<file path="config.mk">
export PLATFORM = sky130hd
export DESIGN_NAME = uart_transmitter
export DESIGN_NICKNAME = d
export VERILOG_FILES = /design/src/rtl/uart_transmitter.sv
export SDC_FILE = /design/constraint.sdc
export NUM_CORES = 1
export LEC_CHECK = 0
export ABC_CLOCK_PERIOD_IN_PS = 3340
export CORE_MARGIN = 8
export CORE_UTILIZATION = 50
export DETAILED_ROUTE_END_ITERATION = 12
export PLACE_DENSITY = 0.77
export SKIP_CTS_REPAIR_TIMING = 1
export SYNTH_ARGS = -nofsm -noshare
export SYNTH_HDL_FRONTEND = slang
export SYNTH_SLANG_ARGS = --single-unit
</file>
<file path="constraint.sdc">
create_clock -name Clock -period 3.34 [get_ports Clock]
set_input_delay 0.668 -clock Clock [delete_from_list [all_inputs] [get_ports Clock]]
set_output_delay 0.668 -clock Clock [all_outputs]
set_load 0.02 [all_outputs]
</file>
<file path="src/rtl/uart_transmitter.sv">
// -----------------------------------------------------------------------------
// uart_transmitter
//
// Purpose
//   Byte-oriented UART transmitter with a small transmit queue. Bytes are
//   accepted through a valid/ready handshake, held in a FIFO, and serialised
//   as 8N1 frames (start bit, 8 data bits LSB first, stop bit). Frames are
//   sent back-to-back with no idle gap while the queue has data.
//
// Parameters
//   CLOCK_FREQ  clock frequency in Hz
//   BAUD_RATE   serial bit rate in bits/s; one bit lasts
//               BIT_CYCLES = CLOCK_FREQ / BAUD_RATE clocks (truncated)
//   FIFO_DEPTH  transmit queue entries; power of two, >= 2
//
// Ports
//   Clock        in   sole clock, rising edge
//   Reset        in   asynchronous, active-high reset
//   DataIn       in   [7:0] byte offered for transmission
//   DataInValid  in   DataIn holds a byte
//   DataInReady  out  queue not full (registered state only)
//   SOut         out  registered serial line, idles high
//   Busy         out  queue non-empty or a frame in flight
//   DebugState   out  [2:0] current FSM state encoding, for observation only
//
// Handshake
//   A byte is taken on a rising edge where DataInValid && DataInReady.
//   DataInReady never looks at DataInValid, so a producer may hold
//   DataInValid high indefinitely; while the queue is full nothing is taken,
//   even on a cycle where the transmitter pops the head entry.
//
// Build option
//   UART_TX_PARITY_EN  when defined, a PARITY state after DATA sends the
//                      even-parity bit (XOR of the data bits), giving an
//                      11-bit frame. Undefined: plain 10-bit frame.
// -----------------------------------------------------------------------------
module uart_transmitter #(
  parameter int CLOCK_FREQ = 50_000_000,
  parameter int BAUD_RATE  = 115_200,
  parameter int FIFO_DEPTH = 4
) (
  input  logic       Clock,
  input  logic       Reset,
  input  logic [7:0] DataIn,
  input  logic       DataInValid,
  output logic       DataInReady,
  output logic       SOut,
  output logic       Busy,
  output logic [2:0] DebugState
);

  localparam int BIT_CYCLES = CLOCK_FREQ / BAUD_RATE;
  localparam int CNT_W      = (BIT_CYCLES > 1) ? $clog2(BIT_CYCLES) : 1;
  localparam int PTR_W      = $clog2(FIFO_DEPTH);

  localparam logic [CNT_W-1:0] CNT_RELOAD = CNT_W'(BIT_CYCLES - 1);
  localparam logic [CNT_W-1:0] CNT_ONE    = CNT_W'(1);
  localparam logic [PTR_W-1:0] PTR_ONE    = PTR_W'(1);
  localparam logic [PTR_W:0]   OCC_ONE    = (PTR_W + 1)'(1);
  localparam logic [PTR_W:0]   OCC_FULL   = (PTR_W + 1)'(FIFO_DEPTH);

  typedef enum logic [2:0] {
    IDLE  = 3'd0,
    START = 3'd1,
    DATA  = 3'd2,
    STOP  = 3'd3
`ifdef UART_TX_PARITY_EN
    ,
    PARITY = 3'd4
`endif
  } state_e;

  // ---------------------------------------------------------------------------
  // Transmit queue
  // ---------------------------------------------------------------------------
  logic [7:0]       mem_q [FIFO_DEPTH];
  logic [PTR_W-1:0] wr_ptr_q;
  logic [PTR_W-1:0] rd_ptr_q;
  logic [PTR_W:0]   occ_q;
  logic             fifo_empty;
  logic [7:0]       fifo_head;
  logic             push;
  logic             pop;

  assign fifo_empty  = (occ_q == '0);
  assign fifo_head   = mem_q[rd_ptr_q];
  assign DataInReady = (occ_q != OCC_FULL);
  assign push        = DataInValid && DataInReady;

  // Pointers wrap naturally because FIFO_DEPTH is a power of two.
  always_ff @(posedge Clock or posedge Reset) begin
    if (Reset) begin
      wr_ptr_q <= '0;
      rd_ptr_q <= '0;
      occ_q    <= '0;
    end else begin
      if (push) begin
        wr_ptr_q <= wr_ptr_q + PTR_ONE;
      end
      if (pop) begin
        rd_ptr_q <= rd_ptr_q + PTR_ONE;
      end
      case ({push, pop})
        2'b10:   occ_q <= occ_q + OCC_ONE;
        2'b01:   occ_q <= occ_q - OCC_ONE;
        default: occ_q <= occ_q;
      endcase
    end
  end

  // Storage needs no reset: an entry is only read after it has been written,
  // and reset empties the queue through the pointers and occupancy.
  always_ff @(posedge Clock) begin
    if (push) begin
      mem_q[wr_ptr_q] <= DataIn;
    end
  end

  // ---------------------------------------------------------------------------
  // Frame state machine
  // ---------------------------------------------------------------------------
  state_e           state_q,   state_d;
  logic [CNT_W-1:0] bit_cnt_q, bit_cnt_d;
  logic [2:0]       idx_q,     idx_d;
  logic [7:0]       shift_q,   shift_d;
  logic             sout_q,    sout_d;
  logic             bit_done;
  logic             load_frame;
`ifdef UART_TX_PARITY_EN
  logic             parity_q,  parity_d;
`endif

  // The down-counter reaches zero on the last cycle of the current symbol.
  assign bit_done = (bit_cnt_q == '0);

  always_ff @(posedge Clock or posedge Reset) begin
    if (Reset) begin
      state_q   <= IDLE;
      bit_cnt_q <= '0;
      idx_q     <= '0;
      shift_q   <= '0;
      sout_q    <= 1'b1;
`ifdef UART_TX_PARITY_EN
      parity_q  <= 1'b0;
`endif
    end else begin
      state_q   <= state_d;
      bit_cnt_q <= bit_cnt_d;
      idx_q     <= idx_d;
      shift_q   <= shift_d;
      sout_q    <= sout_d;
`ifdef UART_TX_PARITY_EN
      parity_q  <= parity_d;
`endif
    end
  end

  // sout_d is the level of the symbol that starts on the next edge, so the
  // line comes straight from a flop and never glitches.
  always_comb begin
    state_d    = state_q;
    bit_cnt_d  = bit_cnt_q;
    idx_d      = idx_q;
    shift_d    = shift_q;
    sout_d     = sout_q;
    load_frame = 1'b0;
    pop        = 1'b0;
`ifdef UART_TX_PARITY_EN
    parity_d   = parity_q;
`endif

    if ((state_q != IDLE) && !bit_done) begin
      bit_cnt_d = bit_cnt_q - CNT_ONE;
    end

    case (state_q)
      IDLE: begin
        sout_d = 1'b1;
        if (!fifo_empty) begin
          load_frame = 1'b1;
        end
      end

      START: begin
        if (bit_done) begin
          state_d   = DATA;
          bit_cnt_d = CNT_RELOAD;
          idx_d     = 3'd0;
          sout_d    = shift_q[0];
        end
      end

      DATA: begin
        if (bit_done) begin
          bit_cnt_d = CNT_RELOAD;
          if (idx_q == 3'd7) begin
`ifdef UART_TX_PARITY_EN
            state_d = PARITY;
            sout_d  = parity_q;
`else
            state_d = STOP;
            sout_d  = 1'b1;
`endif
          end else begin
            idx_d   = idx_q + 3'd1;
            shift_d = {1'b0, shift_q[7:1]};
            sout_d  = shift_q[1];
          end
        end
      end

`ifdef UART_TX_PARITY_EN
      PARITY: begin
        if (bit_done) begin
          state_d   = STOP;
          bit_cnt_d = CNT_RELOAD;
          sout_d    = 1'b1;
        end
      end
`endif

      STOP: begin
        if (bit_done) begin
          // Chain straight into the next frame when data is waiting.
          if (!fifo_empty) begin
            load_frame = 1'b1;
          end else begin
            state_d = IDLE;
            sout_d  = 1'b1;
          end
        end
      end

      default: begin
        state_d   = IDLE;
        bit_cnt_d = '0;
        sout_d    = 1'b1;
      end
    endcase

    // Shared frame launch from IDLE and from the end of STOP: pop the head
    // byte and drive the start bit from the next edge.
    if (load_frame) begin
      pop       = 1'b1;
      shift_d   = fifo_head;
      state_d   = START;
      bit_cnt_d = CNT_RELOAD;
      idx_d     = 3'd0;
      sout_d    = 1'b0;
`ifdef UART_TX_PARITY_EN
      parity_d  = ^fifo_head;
`endif
    end
  end

  assign SOut       = sout_q;
  assign Busy       = (state_q != IDLE) || !fifo_empty;
  assign DebugState = state_q;

endmodule

</file>
run_1/io_placement.png
Pins as bars across the die edge, other pins in gray.
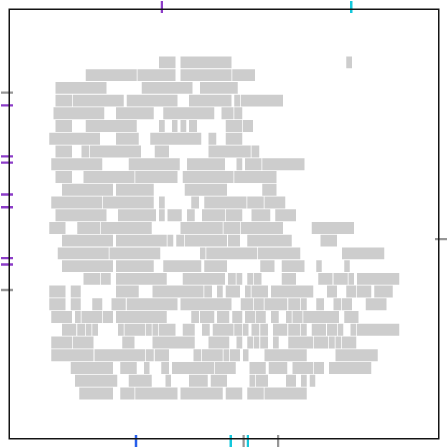
Key: blue = DataInReady [pins 1, direction output, edge bottom]; cyan = DebugState [pins 3, direction output, edge 2 bottom, 1 top]; purple = DataIn [pins 8, direction input, edge 7 left, 1 top]
All pins by edge: 9 left, 5 bottom, 2 top, 1 right.
Die Y-Extent: 91.4 um
die x size: 91.4 um

run_1/clk_routes.png
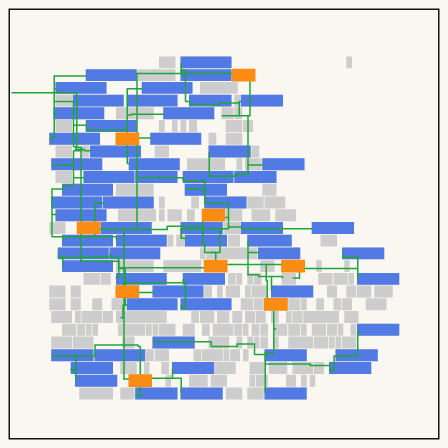
Key: orange = clock drivers [count 9]; blue = flip-flops [count 62]; green = clock wires [length 768 um]
There are 10 routed clock nets.
Clk pwr share: 37.4%
Clock Latency Late Sink: 0.34 ns

run_1/wires.png
Only two layers are drawn.
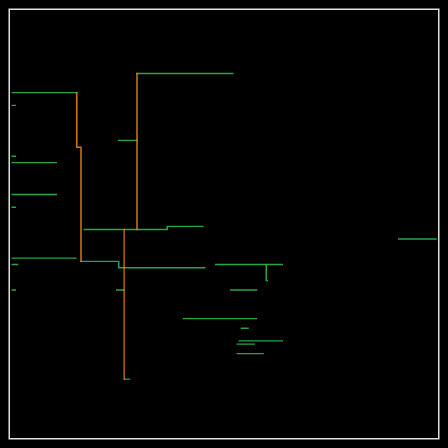
Key: green = metal 3 [wire length 198 um]; orange = metal 4 [wire length 102 um]
Total Routing Usage GR: 12.6%
drt wl/cell: 15.4 um
final wirelength: 4740 um
vias post-DR: 1,659

run_1/congestion.png
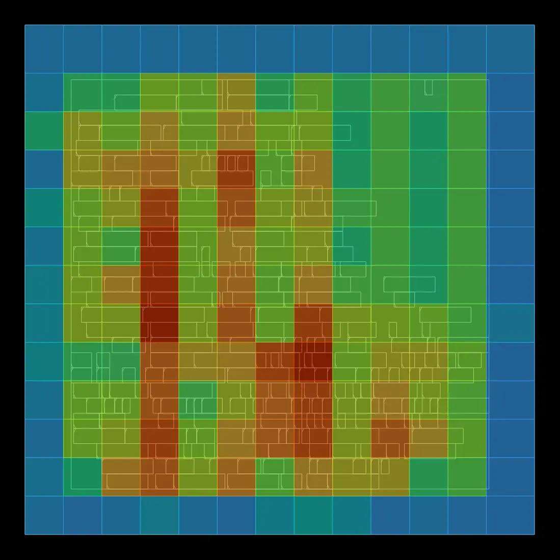
GR peak layer: met2
GR Util met3: 4.77%

==> run 1: logic make-up after synthesis <==
group	Yosys count	synth area share [%]
DFF	62	60.2
and+or+nand+nor	56	11.0
AOI/OAI and AO/OA	28	5.80
muxes	19	10.3
buffers and inverters	18	2.86
adders and majority gates	13	5.98
xor gates and xnor gates	12	3.69
other	1	0.132
==> run 1: registers in the layout (all words and copies together), names as in the netlist <==
| signal | cells |
|---|---|
| bit_cnt_q | 9 |
| rd_ptr_q | 2 |
| shift_q | 8 |
| SOut | 1 |
| occ_q | 3 |
| wr_ptr_q | 2 |
| mem_q | 32 |
| idx_q | 3 |
| DebugState | 2 |
==> run 1: layer usage <==
metal,wire [um],GRT usage [%],up-vias,part of all wire (%)
met5,0,0,-,0
met4,102,6.55,0,2.2
met3,197,4.77,8,4.2
met2,2300,19.7,31,49
met1,2140,14.9,823,45
li1,-,-,797,-
==> run 1: synth_stat cells, drive strengths merged <==
| cell | number |
|---|---|
| edfxtp | 32 |
| dfrtp | 29 |
| nand2 | 18 |
| o21ai | 15 |
| ha | 12 |
| inv | 12 |
| nor2 | 12 |
| mux2i | 8 |
| mux4 | 8 |
| xnor2 | 7 |
| buf | 6 |
| and3 | 5 |
| xor2 | 5 |
| a21oi | 4 |
| nor4 | 4 |
| mux2 | 3 |
| nor4b | 3 |
| or3 | 3 |
| a21boi | 2 |
| a21o | 2 |
| a22o | 2 |
| and2 | 2 |
| nand2b | 2 |
| nand3 | 2 |
| nor3 | 2 |
| a311oi | 1 |
| conb | 1 |
| dfstp | 1 |
| fa | 1 |
| nor2b | 1 |
| o21a | 1 |
| o22ai | 1 |
| or2 | 1 |
| or4 | 1 |
==> run 1: power by group through the flow <==
stage	sequential [mW]	combinational, mW	clock (mW)
2_1_floorplan	0.966	0.174	0
3_3_place_gp	0.975	0.240	0
3_5_place_dp	0.979	0.246	0
4_1_cts	0.964	0.258	0.738
5_1_grt	0.973	0.282	0.774
6_report	0.962	0.253	0.728
==> run 1: worst paths after layout <==
kind	slack, ns	cells after the start	endpoint	startpoint
hold reg to reg	0.50	1	occ_q[2]$_DFFE_PP0P_	occ_q[2]$_DFFE_PP0P_
max in group asynchronous	2.32	3	SOut$_DFFE_PP1P_	Reset
min in group asynchronous	0.70	3	bit_cnt_q[0]$_DFF_PP0_	Reset
setup reg to reg	0.65	10	occ_q[2]$_DFFE_PP0P_	DebugState[0]$_DFFE_PP0P_
setup / recovery	0.65	10	occ_q[2]$_DFFE_PP0P_	DebugState[0]$_DFFE_PP0P_
hold / removal	0.50	1	occ_q[2]$_DFFE_PP0P_	occ_q[2]$_DFFE_PP0P_
==> run 1: worst max-delay path, stage by stage, from the launching register on <==
cell and delay, ns:
dfrtp_1 0.40, inv_1 0.10, ha_1 0.38, or3_1 0.45
nor2_2 0.18, ha_1 0.21, inv_1 0.07, fa_1 0.40
xor2_1 0.16, nor2_1 0.12, xor2_1 0.15
==> results.cfg, run 1 <==
; implementation run metrics
[floorplanning]
rows = 27
core_mm2 = 0.00551
chipArea_mm2 = 0.00836
pin_count = 17
initCoreUtil_pct = 51.7
nWellTaps = 72

[cells_and_area]
post-route-util_pct = 59.7
logic_area_mm2 = 0.00105
fin_cells = 308
fill_cells = 437
final_common_cell = edfxtp_1
num-nonclk-buffers = 17
clk_share_pct = 6.74
dominant_cells = flip-flops and latches
diodes = 0
inverters_excl_clock = 12
nonClkBufAreaFrac_pct = 5.03
stdcell_area_mm2 = 0.00329
logic_gates = 129
flops = 62
clkbuf_count = 9
syn2layout_area_growth_pct = 15.5
seq_area_share_pct = 52.1
nets = 255
final_cell_mix = 32 x edfxtp_1, 29 x dfrtp_1, 18 x nand2_1
seqCellArea_mm2 = 0.00171
sh_comb_area_pct = 32.0

[grt]
grt_pass1_vias = 1704
grt_pass1_wl_um = 8230
grt_antenna_before_repair = 0
globalRoute.totalOverflow = 0
grt_max_degree = 31

[setup_path]
required_ns = 3.61
cp-start-kind = flip-flop
arrival_ns = 2.96
critical_path.endpoint_type = flip-flop
setup.worst_path.class = reg2reg

[drt]
drt-initial-drc-count = 117
detail-route-antenna-nets = 0
drc_errors = 0
viasPerCell = 5.39

[synthesis]
syn_nets = 233
synth-warning-count = 0
yosysUniqueCellTypes = 43
topCellsByArea = edfxtp_1 34%, dfrtp_1 26%, mux4_2 6.3%, ha_1 5.3%, mux2i_1 2.8%
yosys.area.top_type_share_pct = 33.8
ys_ff = 62
ys_seq_share_pct = 60.2
syn_inst = 209
ys_cells = 209
top_area_cell = edfxtp_1
syn_area_mm2 = 0.00285

[power]
p_comb_share_pct = 13.0
power_switching_uw = 496
switching_share_pct = 25.5
powerDensity_mw_per_mm2 = 591
irDropWorstVdd_uv = 421
p_int_mw = 1.45
p_leak_nw = 1.28
power_frac_seq_pct = 49.5
total_power_mw = 1.94

[cts]
clock_path_buffers = 2
cts_made_buffers = 9
htree_levels = 3
cts_tree = yes
path_clk_slew_ns = 0.07
clock-sinks = 62

[placement]
place_ws_ns = 0.706
place_inst = 292
dpl.hpwl_um = 3210
place_area_mm2 = 0.00306
place_congestion = 0.848

[final_timing]
worst_slack_ns = 0.651
whs_ns = 0.499
period_needed_ns = 2.69
tightest_slew_ns = 0.578
max_slew_margin_pct = 61.4
setup_viol = 0
hold_viol = 0
period_used_pct = 80.5
slew_viol_final = 0
rsz0062_at_grt = no
tns_ns = 0
fmax_mhz = 372
fin_skew_ns = 0.00730

[run_status]
outcome = finished, final reports clean

[job]
warnings = 32
cap_violations = 0

[hold_path]
hp-class = reg2reg
run_1/placement_by_type.png
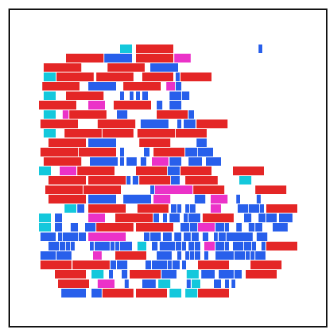

--- run 2 (diff from run 1) ---
- ABC_CLOCK_PERIOD_IN_PS: 3340 -> 2410
- PLACE_DENSITY: 0.77 -> 0.8
- clock period: 3.34 -> 2.41 ns (I/O delays scaled with it)
run_2/placement_by_type.png
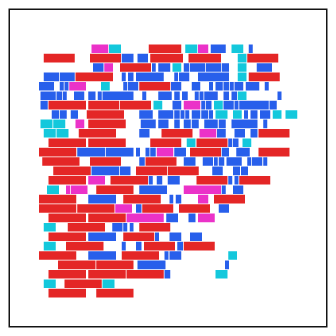
Key: magenta = clock drivers and dummy loads [cells 16, share of their area 6.6%]; blue = combinational and other logic [cells 141, share of their area 35%]; red = sequential cells [cells 62, share of their area 51%]; cyan = remaining buffers and delay cells [cells 28, share of their area 7.4%]
Core Footprint: 0.00551 mm2
Seq/total area: 50.0%
# rows: 27

==> run 2 against run 1 <==
Effect of this change:
- combinational power grew 43%
- largest cell class unchanged
- sequential power grew 39%
- critical endpoint unchanged
- area after synthesis is the same
==> results.cfg, run 2 <==
; implementation run metrics
[run_status]
outcome = finished, final reports clean

[final_timing]
fmax_mhz = 434
slew_viol_final = 0
period_used_pct = 95.5
tightest_slew_ns = 0.575
rsz0062_at_grt = yes

[power]
p_comb_share_pct = 13.4
power_frac_seq_pct = 49.5
irDropWorstVdd_uv = 621
powerDensity_mw_per_mm2 = 790
p_leak_nw = 1.34

[drt]
avgRoutedWirePerCell_um = 15.0
detail-route-antenna-nets = 0

[synthesis]
ys_top_cells_by_count = 32 x edfxtp_1, 29 x dfrtp_1, 18 x nand2_1
syn_nets = 233
syn_inst = 209
ys.flop_type = edfxtp_1
ys_seq_share_pct = 60.2
yosysUniqueCellTypes = 43
ys_ff = 62
synth-warning-count = 0
ys_cells = 209
post-synth-top-count-cell = edfxtp_1
async_reset_ff_share_pct = 48.4
logic_family = simple AND/OR/NAND/NOR gates
syn_area_mm2 = 0.00285
yosys.area_share.simple_pct = 11.0
ys_sh_aoi_pct = 5.80

[cts]
clock-sinks = 62
cts_made_buffers = 9
cts_tree = yes
path_clk_slew_ns = 0.07
clk_latency_ns = 0.34

[floorplanning]
pin_count = 17
initCoreUtil_pct = 51.7

[grt]
grt_max_degree = 31
grt_pass1_vias = 1706
met3_usage_pct = 3.54
grt_antenna_before_repair = 0

[cells_and_area]
final_cell_mix = 32 x edfxtp_1, 27 x dfrtp_1, 18 x nand2_1
stdcell_area_mm2 = 0.00343
syn2layout_area_growth_pct = 20.5

[placement]
dpl.hpwl_um = 3390
place_area_mm2 = 0.00315

[hold_path]
hp-class = reg2reg

[setup_path]
setup.worst_path.class = reg2reg
required_ns = 2.67
critical_path.endpoint_type = flip-flop
arrival_ns = 2.56
run_2/clk_routes.png
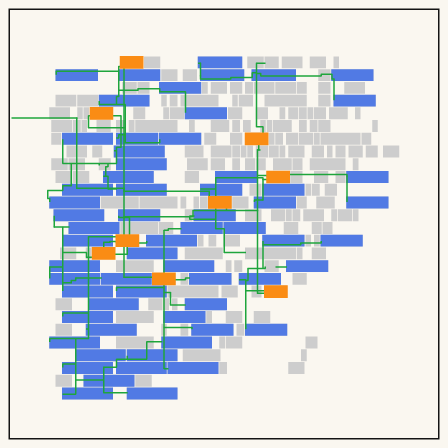
Key: green = clock wires [length 742 um]; orange = clock drivers [count 9]; blue = flip-flops [count 62]
There are 10 routed clock nets.
skew final: 0.0113 ns
Clk pwr share: 37.2%
P_clk: 1.01 mW

## run 2: power by group through the flow
stage / combinational [mW] / sequential, mW / clock, mW
floorplan: 0.249 / 1.34 / 0
global placement: 0.352 / 1.35 / 0
detailed placement: 0.366 / 1.36 / 0
CTS: 0.367 / 1.34 / 1.02
global route: 0.412 / 1.35 / 1.07
finish: 0.362 / 1.34 / 1.01
## run 2: worst max-delay path, delay by kind of cell (launching register included)
family                     cells  cell delay, ns
buffers and inverters          2            0.11
xor gates and xnor gates       2            0.30
and+or+nand+nor                4            0.74
DFF                            1            0.44
adders and majority gates      3            0.62
## run 2: logic make-up after synthesis
family,after synthesis
buf+inv,18
fa+ha+maj,13
xor+xnor,12
flops,62
mux,19
compound gates,28
simple gates,56
other cells,1
## run 2: per-stage QoR
stage               std cells  power (mW)
floorplan                 209        1.59
global placement          297        1.70
detailed placement        297        1.72
CTS                       313        2.73
global route              319        2.84
finish                    319        2.71
## run 2: area by class of cell
cell class                 count  area [um2]  share of cell area [%]
clock buffer                   9         124                    3.61
clock inverter                 7        96.3                    2.81
inverter                      12        47.5                    1.39
multi-input combinational    129        1110                    32.3
sequential                    62        1720                    50.0
tap                           72        90.1                    2.63
timing repair buffer          28         248                    7.22
## run 2: worst paths after layout
path                                           startpoint                endpoint  cells past startpoint
worst max register to register  DebugState[0]$_DFFE_PP0P_    occ_q[2]$_DFFE_PP0P_                     11
worst min-delay path                 idx_q[0]$_DFFE_PP0P_    idx_q[0]$_DFFE_PP0P_                      1
worst max-delay path            DebugState[0]$_DFFE_PP0P_    occ_q[2]$_DFFE_PP0P_                     11
worst min register to register       idx_q[0]$_DFFE_PP0P_    idx_q[0]$_DFFE_PP0P_                      1
min in group asynchronous                           Reset  shift_q[5]$_DFFE_PP0P_                      3
max in group asynchronous                           Reset        SOut$_DFFE_PP1P_                      3
## run 2: layer usage
metal / vias to the layer above / wire length [um]
met5: - / 0
met4: 0 / 91
met3: 11 / 159
met2: 26 / 2270
met1: 834 / 2270
li1: 821 / -
run_2/wires.png
Only two layers are drawn.
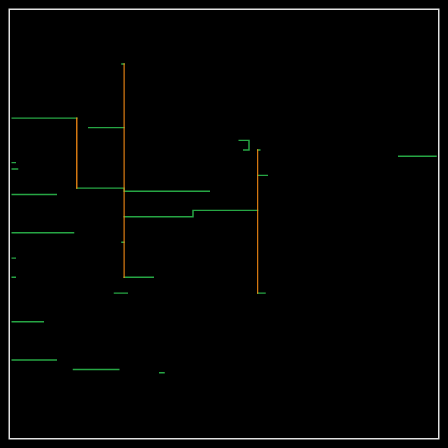

--- run 3 (diff from run 2) ---
- CORE_MARGIN: 8 -> default
- CORE_UTILIZATION: 50 -> 53
- PLACE_DENSITY: 0.8 -> 0.83
run_3/wires.png
Only two layers are drawn.
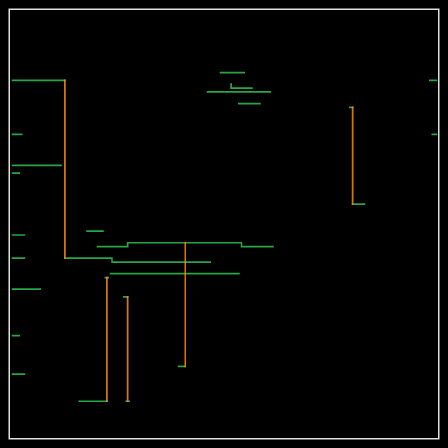
Key: green = metal 3 [wire length 151 um]; orange = metal 4 [wire length 110 um]
Total Routing Usage GR: 18.5%
final wirelength: 4710 um
vias post-DR: 1,693

run_3/io_placement.png
Pins as bars across the die edge, other pins in gray.
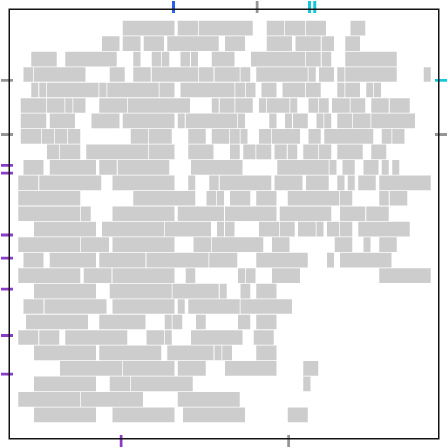
Key: blue = DataInReady [pins 1, direction output, edge top]; cyan = DebugState [pins 3, direction output, edge 2 top, 1 right]; purple = DataIn [pins 8, direction input, edge 7 left, 1 bottom]
die x size: 75.3 um
PortBufs: 15

==> run 3 against run 2 <==
Effect of this change:
- final area decreased by 1.6%
- global-route usage up 6.2 points
- register-to-register slack gained 0.02 ns
- power shrank 8.7%
- clock power shrank 22%
- synthesized cell count unchanged
- worst hold slack worse by 0.013 ns
==> results.cfg, run 3 <==
; implementation run metrics
[power]
p_leak_nw = 1.32
powerDensity_mw_per_mm2 = 733
irDropWorstVdd_uv = 555

[synthesis]
ys_top_cells_by_count = 32 x edfxtp_1, 29 x dfrtp_1, 18 x nand2_1
yosysUniqueCellTypes = 43
ys_ff = 62
async_reset_ff_share_pct = 48.4
post-synth-top-count-cell = edfxtp_1
syn_area_mm2 = 0.00285
edf_count = 32
ys_cells = 209
ys_seq_share_pct = 60.2
syn_inst = 209
synth-warning-count = 0
ys.flop_type = edfxtp_1
topCellsByArea = edfxtp_1 34%, dfrtp_1 26%, mux4_2 6.3%, ha_1 5.3%, mux2i_1 2.8%
syn_nets = 233

[cts]
cts_made_buffers = 9
clk_latency_ns = 0.33
cts-root-buf = clkbuf_8
cts_tree = yes
path_clk_slew_ns = 0.07
clock-sinks = 62

[hold_path]
hp-class = reg2reg
hold_start = occ_q[0]$_DFFE_PP0P_

[cells_and_area]
nets = 266
syn2layout_area_growth_pct = 18.6
fin_cells = 317
final_cell_mix = 32 x edfxtp_1, 27 x dfrtp_1, 18 x nand2_1
regMostFlops = mem_q

[final_timing]
hold_viol = 0
fmax_mhz = 439
period_used_pct = 94.5
setup_viol = 0
fin_skew_ns = 0.00975
period_needed_ns = 2.28
slew_viol_final = 0
rsz0062_at_grt = no
tightest_slew_ns = 0.570

[grt]
grt_pass1_wl_um = 7380
grt_antenna_before_repair = 0
grt_max_degree = 31
grt_pass1_vias = 1583

[floorplanning]
core_mm2 = 0.00514
initCoreUtil_pct = 55.4
pin_count = 17
rows = 26

[placement]
dpl.hpwl_um = 3340
place_inst = 296

[setup_path]
r2r_start = DebugState[0]$_DFFE_PP0P_
slowest_delay_ns = 0.44
critical_path.endpoint_type = flip-flop
required_ns = 2.66
cp-startpoint = DebugState[0]$_DFFE_PP0P_
arrival_ns = 2.53
setup.worst_path.class = reg2reg

[drt]
drc_errors = 0
avgRoutedWirePerCell_um = 14.9
detail-route-antenna-nets = 0

[run_status]
outcome = finished, final reports clean
==> run 3: cell count changes in the layout (fill, tap and decap cells not counted), sizes merged <==
cell	delta
clkinv	+4
bufinv	-2
inv	-2
==> run 3: layout make-up <==
| class | instances | area (um2) |
|---|---|---|
| Multi-Input combinational cell | 129 | 1100 |
| Inverter | 12 | 47.5 |
| Fill cell | 390 | 1770 |
| Clock buffer | 9 | 124 |
| Clock inverter | 7 | 51.3 |
| Tap cell | 70 | 87.6 |
| Timing Repair Buffer | 28 | 248 |
| Sequential cell | 62 | 1720 |
==> run 3: per-stage QoR <==
step / setup slack [ns] / hold WS, ns / total power [mW] / area [um2]
finish: 0.132 / 0.507 / 2.47 / 3370
floorplan: 0.0400 / 0.460 / 1.59 / 2900
global route: 0.0214 / 0.526 / 2.58 / 3370
global placement: 0.161 / 0.484 / 1.69 / 3160
CTS: 0.0592 / 0.504 / 2.50 / 3330
detailed placement: 0.0867 / 0.492 / 1.72 / 3160
==> run 3: where the power goes <==
group          internal (mW)  leakage (nW)  total, mW  switching, mW
Clock                  0.373        0.0852      0.784          0.410
Sequential              1.28         0.652       1.34         0.0587
Combinational          0.152         0.583      0.352          0.200
==> run 3: final timing paths <==
kind	cells after the start	to	slack [ns]
worst max register to register	11	occ_q[2]$_DFFE_PP0P_	0.13
worst min-delay path	1	occ_q[0]$_DFFE_PP0P_	0.51
max in group asynchronous	3	SOut$_DFFE_PP1P_	1.55
min in group asynchronous	3	shift_q[4]$_DFFE_PP0P_	0.53
worst min register to register	1	occ_q[0]$_DFFE_PP0P_	0.51
worst max-delay path	11	occ_q[2]$_DFFE_PP0P_	0.13
==> run 3: worst max-delay path: cells and delay by family, from the launching register on <==
kind | cells | cell delay, ns
xor gates and xnor gates | 2 | 0.29
DFF | 1 | 0.44
adders and majority gates | 3 | 0.63
buffers and inverters | 2 | 0.13
and+or+nand+nor | 4 | 0.72
==> run 3: per-layer routing <==
layer,vias up,GRT usage (%),routed length (um)
li1,829,-,-
met1,820,23.7,2160
met2,34,28.4,2290
met3,10,4.42,150
met4,0,11.7,110
met5,-,0,0
==> run 3: cells by family after synthesis <==
kind of cell | share of synthesized area, %
DFF | 60.2
and+or+nand+nor | 11.0
AOI/OAI and AO/OA | 5.80
muxes | 10.3
buffers and inverters | 2.86
adders and majority gates | 5.98
xor gates and xnor gates | 3.69
other | 0.132
Power figures rest on the tool's default switching activity, not on a simulated workload.
